==> config.mk <==
export PLATFORM = sky130hd
export DESIGN_NAME = sha256d_nonce_sched
export DESIGN_NICKNAME = d
export VERILOG_FILES = /design/src/rtl/sha256d_pkg.sv /design/src/rtl/hash_target_cmp.sv /design/src/rtl/sha256d_nonce_sched.sv
export SDC_FILE = /design/constraint.sdc
export NUM_CORES = 2
export LEC_CHECK = 0
export ABC_AREA = 1
export CORE_AREA = 2 2 399 401
export CTS_CLUSTER_DIAMETER = 60
export DETAILED_ROUTE_END_ITERATION = 8
export DIE_AREA = 0 0 401 403
export PLACE_DENSITY = 0.68
export RECOVER_POWER = 100
export SYNTH_ARGS = -nofsm -noshare
export SYNTH_HDL_FRONTEND = slang
export SYNTH_SLANG_ARGS = --single-unit
==> constraint.sdc <==
create_clock -name clk -period 42.8 [get_ports clk]
set_clock_uncertainty 0.1 [all_clocks]
set_input_delay 8.56 -clock clk [delete_from_list [all_inputs] [get_ports clk]]
set_output_delay 8.56 -clock clk [all_outputs]
set_load 0.1 [all_outputs]
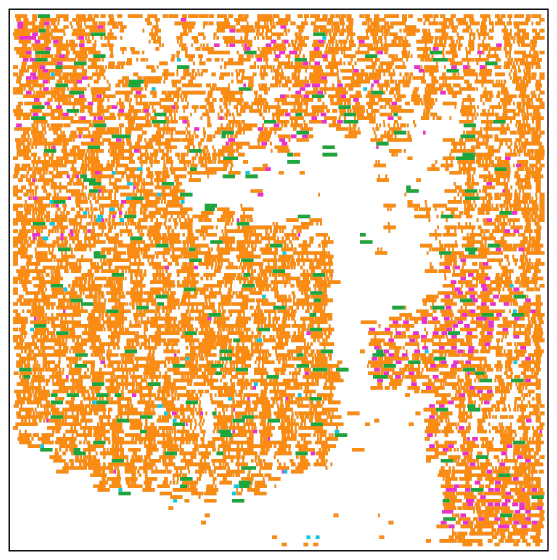
*Cell sizes after repair*
Key: _3 and _4 cells = cyan [cells 46, share 0.60%]; _2 cells = magenta [cells 333, share 4.3%]; _0 and _1 cells = orange [cells 7,107, share 92%]; _6 and larger = green [cells 205, share 2.7%]
Syn-to-layout area delta: 26.7%
Repair and plain buffers: 1,068
summed area of non-filler cells in the final layout: 0.0769 sq mm
smallest setup slack after layout: 16.64 ns

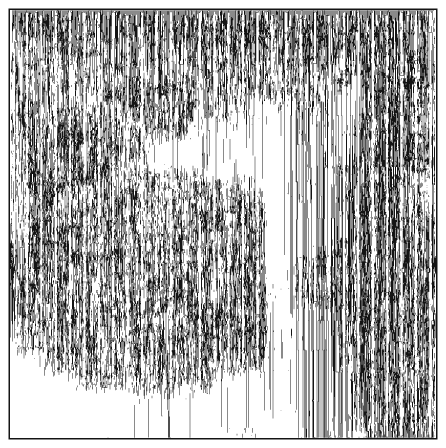
*Met2 routing*
The longest straight run is 221 um. The layer carries 124 mm of wire. The layer holds 46% of the routed length. The wires run mostly vertical. 6,891 nets have wire on it.
overall via count from detail_route: 53,171
Final Routed Wirelength: 266 mm
met2 Track Usage GR: 51.1%

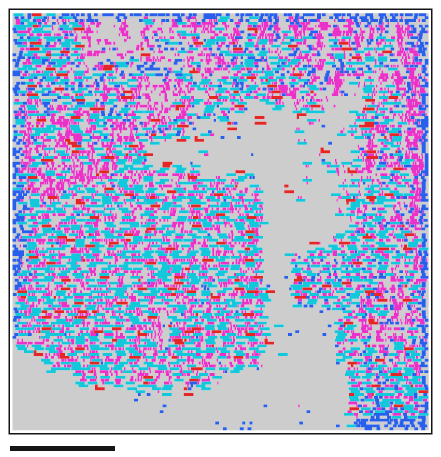
*Cell classes on the final placement*
Bar = 100 um. Fill, decap, tap and diode cells in gray.
Key: other buffers and delay cells = blue [cells 1,068, share of their area 14%]; flops = cyan [cells 1,289, share of their area 43%]; clock drivers and dummy loads = red [cells 266, share of their area 6.9%]; combinational and other logic = magenta [cells 5,068, share of their area 36%]
final cell utilization of the core: 48.8%
sequential fraction of total cell area: 42.0%
core area: 0.157 sq mm
row count: 146

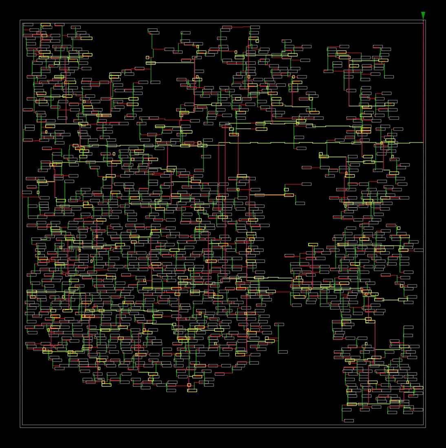
*The clock network*
number of buffers created by CTS: 150
count of clock tree sinks: 1,289
Insertion Delay late pin: 0.80 ns
clock-net power: 1.31 mW
num sequential: 1,289

==> results.json <==
{
  "die_h_um": 403,
  "violations": "max-capacitance violations, max-slew violations",
  "top_cells_by_area": "dfrtp_1 53%, nand2_1 13%, o21ai_0 6.3%",
  "finalMaxSlewViolations": 3217,
  "synth-seq-cells": 1289,
  "synth_top_cell_by_area": "dfrtp_1",
  "via_count_of_the_first_global_routing_pass": 50711,
  "first_pass_iters": 6,
  "xor_area_share_pct": 0.650,
  "finalNetCount": 8491,
  "met2_length_mm": 124,
  "yosys.area_share.simple_pct": 18.1,
  "min_period_over_period_pct": 61.1,
  "cts_tree": "done",
  "timing.critical_path.cells": "dlygate4sd3_1 > clkinvlp_2 > clkbuf_1 > clkbuf_1 > clkbuf_1 > clkbuf_1",
  "r2r_cells": 9,
  "antennaDiodeCount": 38,
  "post_route_cells_drive_above_1_share_pct": 7.59,
  "ioPinCount": 1014,
  "numPlacedInstances": 9497,
  "drcViolationCount": 0,
  "rsz0062_at_grt": "false",
  "yosysSeqAreaShare_pct": 53.2,
  "area_share_clock_buf_inv_pct": 6.63,
  "cpMostUsedCell": "clkbuf_1",
  "total_power_mw": 5.16,
  "arrival_time_of_data_at_the_critical_path_endpoint_ns": 26.05,
  "finalWeightedCongestion": 1.02,
  "timing.setup.tns_ns": 0,
  "maximum_clock_path_buffer_count": 3,
  "grt_overflow_total": 0,
  "grt.busiest_layer": "met2",
  "global_route_wire_length_before_repair_mm": 374,
  "element_type_at_the_critical_path_start": "input port",
  "grt_util_all_layers_pct": 32.2,
  "fill_cells": 14910,
  "num_tap_cells": 2072,
  "p_leak_nw": 37.7,
  "worstHoldPathType": "flop to flop",
  "top_cell": "nand2_1",
  "timing_worst_setup_path_type": "input port to asynchronous set/reset pin",
  "finalCriticalPeriod_ns": 26.16,
  "critical_path_buf_inv_count": 6,
  "outcome": "complete, but fails checks",
  "p_comb_mw": 1.90,
  "max_cap_viol_count": 75,
  "area.share.combinational_pct": 32.4,
  "finalHoldWorstSlack_ns": 0.370,
  "power_density_mw_per_mm2": 67.1,
  "cp.required_ns": 42.69,
  "largest_register_ffs": 608,
  "layout.cells.non_filler": 9801,
  "route.detailed.vias_per_inst": 5.43,
  "max_freq_mhz": 38.2,
  "grtUsageMet1_pct": 39.2,
  "family_with_the_most_delay_on_the_worst_path": "buffers and inverters",
  "hold_violations": 0,
  "ff_type": "dfrtp_1",
  "data_buffer_area_share_pct": 13.1,
  "h-tree-depth": 4,
  "mi_comb_area_sq_mm": 0.0249,
  "asyncSetResetFlopFracSynth_pct": 100,
  "worstSetupEndpointType": "asynchronous set/reset pin",
  "pg_seq_mw": 1.95,
  "n_clock_buffer": 201,
  "cts.clk_slew.worst_paths_ns": 0.06,
  "biggest_consumer": "registers",
  "critical_path.max_stage_delay_ns": 7.17,
  "vdd_drop_max_uv": 105,
  "tool_warnings": 40,
  "synthesis.area_per_instance_sq_um": 9.03,
  "wirelength_met1_mm": 100,
  "grt_antenna_before_repair": 58,
  "area_dominant_class": "registers",
  "yosysUniqueCellTypes": 56
}
No activity file was given, so power comes from the tool's default toggle rates.
